<file path="config.mk">
export PLATFORM = sky130hd
export DESIGN_NAME = retire_trace_mon
export DESIGN_NICKNAME = d
export VERILOG_FILES = /design/src/rtl/retire_mon_pkg.sv /design/src/rtl/trace_fifo.sv /design/src/rtl/retire_trace_mon.sv
export SDC_FILE = /design/constraint.sdc
export NUM_CORES = 2
export LEC_CHECK = 0
export CORE_ASPECT_RATIO = 0.9
export CORE_MARGIN = 2
export CORE_UTILIZATION = 40
export CTS_BUF_LIST = sky130_fd_sc_hd__clkbuf_4 sky130_fd_sc_hd__clkbuf_8 sky130_fd_sc_hd__clkbuf_16
export CTS_CLUSTER_SIZE = 14
export DETAILED_ROUTE_END_ITERATION = 6
export GPL_ROUTABILITY_DRIVEN = 0
export PLACE_DENSITY = 0.56
export SLEW_MARGIN = 20
export SYNTH_ARGS = -nofsm -noshare
export SYNTH_HDL_FRONTEND = slang
export SYNTH_HIERARCHICAL = 1
export SYNTH_SLANG_ARGS = --single-unit
export TNS_END_PERCENT = 50
</file>
<file path="constraint.sdc">
create_clock -name clk -period 25 [get_ports clk]
set_input_delay 3.75 -clock clk [delete_from_list [all_inputs] [get_ports clk]]
set_output_delay 3.75 -clock clk [all_outputs]
set_load 0.02 [all_outputs]
</file>
<file path="src/rtl/retire_mon_pkg.sv">
// retire_mon_pkg: shared types and constants for the retirement monitor.
//   trace_rec_t  - one trace FIFO record {pc, wr, dest, data}
//   mon_state_e  - monitor FSM states
//   error codes  - core error status values (NO_ERROR = 0) plus the
//                  monitor's own HALTED_ON_WATCHDOG code
package retire_mon_pkg;

  localparam logic [3:0] NO_ERROR               = 4'h0;
  localparam logic [3:0] HALTED_ON_MEMORY_ERROR = 4'h1;
  localparam logic [3:0] HALTED_ON_HALT         = 4'h2;
  localparam logic [3:0] HALTED_ON_ILLEGAL      = 4'h3;
  localparam logic [3:0] HALTED_ON_WATCHDOG     = 4'hF;

  typedef struct packed {
    logic [63:0] pc;
    logic        wr;
    logic [4:0]  dest;
    logic [63:0] data;
  } trace_rec_t;

  typedef enum logic [1:0] {
    RUN,
    DRAIN,
    HALTED
  } mon_state_e;

endpackage

</file>
<file path="src/rtl/trace_fifo.sv">
// trace_fifo: circular trace buffer with a RETIRE_W-wide compacting push and
// a single-entry pop.
//   clk, rst   - clock, synchronous active-low reset (empties the buffer)
//   push_vld   - per-lane push request, lane 0 oldest
//   push_rec   - per-lane record
//   pop        - remove head entry (ignored when empty)
//   count      - entries held
//   free       - DEPTH - count
//   head_rec   - record at the head (valid when count != 0)
module trace_fifo
  import retire_mon_pkg::*;
#(
  parameter int unsigned RETIRE_W = 2,
  parameter int unsigned DEPTH    = 8,
  localparam int unsigned CW      = $clog2(DEPTH + 1)
) (
  input  logic                         clk,
  input  logic                         rst,
  input  logic       [RETIRE_W-1:0]    push_vld,
  input  trace_rec_t [RETIRE_W-1:0]    push_rec,
  input  logic                         pop,
  output logic       [CW-1:0]          count,
  output logic       [CW-1:0]          free,
  output trace_rec_t                   head_rec
);

  localparam int unsigned PTR_W = $clog2(DEPTH);

  trace_rec_t              mem [DEPTH];
  logic [PTR_W-1:0]        head;
  logic [PTR_W-1:0]        tail;
  logic [CW-1:0]           n_push;
  logic [RETIRE_W-1:0]     lane_wr;
  logic [PTR_W-1:0]        lane_addr [RETIRE_W];
  logic                    do_pop;

  assign free     = CW'(DEPTH) - count;
  assign do_pop   = pop && (count != '0);
  assign head_rec = mem[head];

  // Each valid lane takes the next consecutive slot after the valid lanes
  // below it; capacity is judged against count before this cycle's pop, so
  // once one lane misses, every later lane misses too.
  always_comb begin
    n_push = '0;
    for (int unsigned i = 0; i < RETIRE_W; i++) begin
      lane_addr[i] = tail + PTR_W'(n_push);
      lane_wr[i]   = push_vld[i] && (n_push < free);
      if (lane_wr[i]) n_push = n_push + 1'b1;
    end
  end

  always_ff @(posedge clk) begin
    for (int unsigned i = 0; i < RETIRE_W; i++) begin
      if (lane_wr[i]) mem[lane_addr[i]] <= push_rec[i];
    end
  end

  always_ff @(posedge clk) begin
    if (!rst) begin
      head  <= '0;
      tail  <= '0;
      count <= '0;
    end else begin
      if (do_pop) head <= head + 1'b1;
      tail  <= tail + PTR_W'(n_push);
      count <= count + n_push - CW'(do_pop);
    end
  end

endmodule

</file>
<file path="src/rtl/retire_trace_mon.sv">
// retire_trace_mon: retirement monitor beside the ROB retire port.
//   clk, rst                  - clock, synchronous active-low reset
//   retire_*_i                - per-lane retire records, lane 0 oldest
//   error_status_i            - core error status (NO_ERROR = 0)
//   trace_vld_o / trace_rdy_i - trace FIFO pop handshake
//   trace_pc/wr/dest/data_o   - FIFO head record
//   stall_req_o               - free slots < RETIRE_W (previous cycle)
//   cycle_cnt_o, instr_cnt_o  - RUN cycle and retired instruction counters
//   halt_o, halt_code_o       - halted flag and captured halt reason
//   overflow_o                - sticky, set when lanes were dropped
module retire_trace_mon
  import retire_mon_pkg::*;
#(
  parameter int unsigned RETIRE_W   = 2,
  parameter int unsigned FIFO_DEPTH = 8,
  parameter int unsigned WDOG_CYC   = 4096,
  parameter int unsigned CNT_W      = 32
) (
  input  logic                     clk,
  input  logic                     rst,
  input  logic [RETIRE_W-1:0]      retire_vld_i,
  input  logic [RETIRE_W-1:0][63:0] retire_pc_i,
  input  logic [RETIRE_W-1:0]      retire_wr_en_i,
  input  logic [RETIRE_W-1:0][4:0] retire_dest_i,
  input  logic [RETIRE_W-1:0][63:0] retire_data_i,
  input  logic [3:0]               error_status_i,
  output logic                     trace_vld_o,
  input  logic                     trace_rdy_i,
  output logic [63:0]              trace_pc_o,
  output logic                     trace_wr_o,
  output logic [4:0]               trace_dest_o,
  output logic [63:0]              trace_data_o,
  output logic                     stall_req_o,
  output logic [CNT_W-1:0]         cycle_cnt_o,
  output logic [CNT_W-1:0]         instr_cnt_o,
  output logic                     halt_o,
  output logic [3:0]               halt_code_o,
  output logic                     overflow_o
);

  localparam int unsigned CW   = $clog2(FIFO_DEPTH + 1);
  localparam int unsigned WD_W = $clog2(WDOG_CYC + 1);

  mon_state_e                    state;
  logic       [WD_W-1:0]         wdog;
  logic       [RETIRE_W-1:0]     acc_vld;
  logic       [CW-1:0]           n_acc;
  logic       [CW-1:0]           fifo_count;
  logic       [CW-1:0]           fifo_free;
  trace_rec_t [RETIRE_W-1:0]     push_rec;
  trace_rec_t                    head_rec;
  logic                          wdog_hit;

  always_comb begin
    acc_vld = (state == RUN) ? retire_vld_i : '0;
    n_acc   = '0;
    for (int unsigned i = 0; i < RETIRE_W; i++) begin
      n_acc       = n_acc + CW'(acc_vld[i]);
      push_rec[i] = '{pc:   retire_pc_i[i],
                      wr:   retire_wr_en_i[i],
                      dest: retire_dest_i[i],
                      data: retire_data_i[i]};
    end
  end

  // Fires on the retire-free cycle that brings the idle count to WDOG_CYC.
  assign wdog_hit = (n_acc == '0) && (wdog == WD_W'(WDOG_CYC - 1));

  trace_fifo #(
    .RETIRE_W (RETIRE_W),
    .DEPTH    (FIFO_DEPTH)
  ) u_fifo (
    .clk      (clk),
    .rst      (rst),
    .push_vld (acc_vld),
    .push_rec (push_rec),
    .pop      (trace_rdy_i),
    .count    (fifo_count),
    .free     (fifo_free),
    .head_rec (head_rec)
  );

  assign trace_vld_o  = (fifo_count != '0);
  assign trace_pc_o   = head_rec.pc;
  assign trace_wr_o   = head_rec.wr;
  assign trace_dest_o = head_rec.dest;
  assign trace_data_o = head_rec.data;

  always_ff @(posedge clk) begin
    if (!rst) begin
      state       <= RUN;
      wdog        <= '0;
      cycle_cnt_o <= '0;
      instr_cnt_o <= '0;
      halt_o      <= 1'b0;
      halt_code_o <= NO_ERROR;
      overflow_o  <= 1'b0;
      stall_req_o <= 1'b0;
    end else begin
      stall_req_o <= (fifo_free < CW'(RETIRE_W));
      unique case (state)
        RUN: begin
          cycle_cnt_o <= cycle_cnt_o + 1'b1;
          instr_cnt_o <= instr_cnt_o + CNT_W'(n_acc);
          if (n_acc > fifo_free) overflow_o <= 1'b1;
          if (n_acc != '0) wdog <= '0;
          else             wdog <= wdog + 1'b1;
          if (error_status_i != NO_ERROR) begin
            halt_code_o <= error_status_i;
            state       <= DRAIN;
          end else if (wdog_hit) begin
            halt_code_o <= HALTED_ON_WATCHDOG;
            state       <= DRAIN;
          end
        end
        DRAIN: begin
          if (fifo_count == '0) begin
            state  <= HALTED;
            halt_o <= 1'b1;
          end
        end
        HALTED: ;
        default: state <= RUN;
      endcase
    end
  end

endmodule

</file>
==> impl_metrics.yaml <==
# flow metrics
outcome:
  run_status: "finished, final reports clean"
final_layout:
  clkbuf_count: 182
  fillCellCount: 12500
  layout.nets: 4095
  num-nonclk-inverters: 31
  antennaDiodeCount: 17
  storage_cell_area_um2: 34200
  lay_top_cells: "sky130_fd_sc_hd__edfxtp_1 (1,072), sky130_fd_sc_hd__mux2_2 (1,059), sky130_fd_sc_hd__clkdlybuf4s50_1 (482), sky130_fd_sc_hd__mux4_2 (268), sky130_fd_sc_hd__mux2_1 (147)"
  comb_area_um2: 22600
  most_common_cell_after_layout_fill_and_taps_aside: "sky130_fd_sc_hd__edfxtp_1"
  layout.sequential_cells: 1171
timing:
  max_clock_freq_mhz: 107
  setup_total_negative_slack_ns: 0
  whs_ns: 0.467
  grt_setup_unrepaired: "no"
  final.setup.worst_slack_ns: 15.67
cts:
  post_cts.resized_instances: 0
  cts_buffers: 135
synth:
  netlist_top_cells_area: "sky130_fd_sc_hd__edfxtp_1 (55%), sky130_fd_sc_hd__mux2_2 (21%), sky130_fd_sc_hd__mux4_2 (10%)"
  compound_area_frac: 0.0136
  synth.area.mux_share: 0.340
  yosysUniqueCellTypes: 52
  xor_area_frac: 0.00543
  netlist.top_cell.by_area: "sky130_fd_sc_hd__edfxtp_1"
  netlist_area_um2: 58000
  postSynthAreaPerCell_um2: 17.4
  yosysCellCount: 3328
worst_setup_path:
  cp.arrival_ns: 5.58
  critical_path_class: "reg2out"
  reg2reg_setup_slack_ns: 19.08
hold_path:
  hold_end: "halt_code_o[3]"
  worstHoldPathCells: 2
job:
  drv_cap: 0
pwr:
  power.net_switching_w: 0.00211
  switching_share: 0.306
  share_of_power_burned_in_combinational_logic: 0.333
  vdd.ir_drop.worst_uv: 70.2
route:
  detailedRoute.firstPassIterationCount: 5
  routed_met3_length_um: 8670
  routed_wirelength_um: 166000
  highest-signal-layer: "met5"
die:
  floorplan.die.width_um: 406
  tap-cell-count: 1943
placed_design:
  detailed_place_hpwl_um: 90600
  port_buffers: 482
global_route:
  grt_pass1_wl_um: 242000
  first_global_vias: 34800
cell usage after synthesis (all sizes together) (3+ instances only):
| master | n |
|---|---|
| clkbuf | 71 |
| xnor2 | 17 |
| nor3 | 11 |
| edfxtp | 1072 |
| mux2 | 1206 |
| nor2 | 33 |
| nand2b | 10 |
| o31ai | 27 |
| nand2 | 47 |
| o21ai | 30 |
| o211ai | 5 |
| o21bai | 3 |
| and4 | 8 |
| nand3 | 22 |
| nor3b | 3 |
| o21a | 3 |
| ha | 21 |
| dfxtp | 99 |
| nor2b | 4 |
| mux2i | 12 |
| xor2 | 19 |
| buf | 147 |
| nand4 | 18 |
| or4 | 27 |
| and2 | 9 |
| mux4 | 268 |
| and3 | 7 |
| inv | 31 |
| a21oi | 50 |
| a21o | 3 |
| nor4 | 11 |
| or3 | 19 |
kinds of logic (layout without fill, tap and decap cells):
group | Yosys count | in the layout
AOI/OAI and AO/OA | 126 | 126
xor gates and xnor gates | 36 | 36
adders and majority gates | 23 | 23
buffers and inverters | 249 | 821
DFF | 1171 | 1171
muxes | 1486 | 1486
other | 0 | 17
and+or+nand+nor | 237 | 237
power groups by stage:
stage | Sequential [W] | Combinational [W] | Clock (W)
3_5_place_dp | 0.00268 | 0.00232 | 0
6_report | 0.00264 | 0.00229 | 0.00195
5_1_grt | 0.00267 | 0.00243 | 0.00207
3_3_place_gp | 0.00268 | 0.00232 | 0
4_1_cts | 0.00264 | 0.00233 | 0.00201
2_1_floorplan | 0.00274 | 0.00143 | 0
worst max-delay path by stage:
| stage | start | to | slack, ns | cells past startpoint |
|---|---|---|---|---|
| after floorplan | retire_vld_i[0] | u_fifo/mem[0][0] | 6.43 | 4 |
| after global placement | retire_vld_i[0] | u_fifo/mem[3][88] | 16.24 | 14 |
| after detailed placement | register | trace_pc_o[3] | 16.19 | 6 |
| after CTS | register | trace_pc_o[3] | 15.35 | 6 |
| after global routing | register | trace_pc_o[3] | 15.19 | 6 |
| final | register | trace_pc_o[3] | 15.67 | 6 |
critical path, stage by stage, from the launching register on:
cell and delay [ns]:
sky130_fd_sc_hd__dfxtp_4 0.80, sky130_fd_sc_hd__buf_4 0.80, sky130_fd_sc_hd__buf_4 0.85, sky130_fd_sc_hd__buf_4 0.81, sky130_fd_sc_hd__mux4_2 0.59, sky130_fd_sc_hd__mux2_2 0.29, sky130_fd_sc_hd__clkdlybuf4s50_1 0.62
state kept, by name, summed over array words and instances (netlist names), named ones only:
| register | cells |
|---|---|
| u_fifo/count | 4 |
| state | 2 |
| stall_req_o | 1 |
| cycle_cnt_o | 32 |
| u_fifo/head | 3 |
| u_fifo/mem | 1072 |
| overflow_o | 1 |
| instr_cnt_o | 32 |
| halt_code_o | 4 |
| halt_o | 1 |
| u_fifo/tail | 3 |
| wdog | 13 |
per-stage QoR:
stage               instances  instance area (um2)
finish                   5860                69100
global route             5857                69100
CTS                      5842                69100
detailed placement       5600                64700
global placement         5599                64700
floorplan                3328                58000
layer usage:
metal / track usage / vias to the layer above
li1: - / 14500
met1: 0.304 / 17400
met2: 0.360 / 798
met3: 0.0448 / 251
met4: 0.0620 / 40
met5: 0 / -
Fig. 1: placement density heat map
Scale bar: 100 um. 20 x 18 tiles, from black (low) to pale yellow (high), 0 to 100% covered.
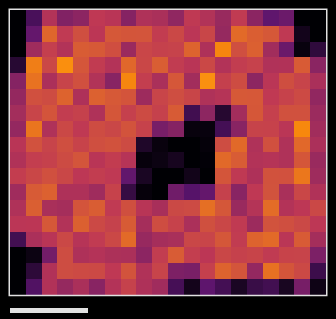
fullest tile = 76%
mean over tiles = 45%
tiles over 75% full = 0.60%
emptiest ninth of the die = middle
nearly empty tiles = 5.6%

Fig. 2: supply network
Scale bar: 100 um. Pins as bars on the die edge.
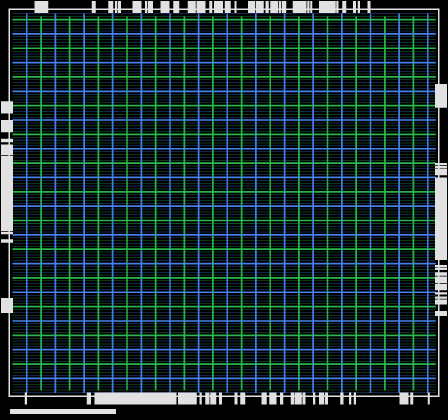
green -> VDD
blue -> VSS
signal pins = 483
met4 straps = 29
met5 straps = 26

Fig. 3: placement by cell class
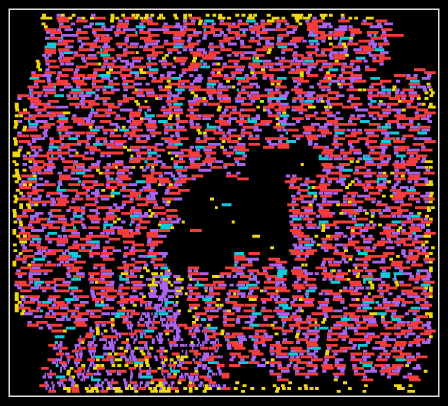
cyan -> clock drivers and dummy loads  # cells 242, share of their area 6.5%
red -> sequential cells  # cells 1,171, share of their area 51%
yellow -> remaining buffers and delay cells  # cells 548, share of their area 8.1%
purple -> combinational and other logic  # cells 1,939, share of their area 34%
Seq/total area: 0.495
post-route standard cell area excluding fillers: 69,100 um2
row count: 132
final core area utilization: 0.480

Power and IR drop assume default switching activity.
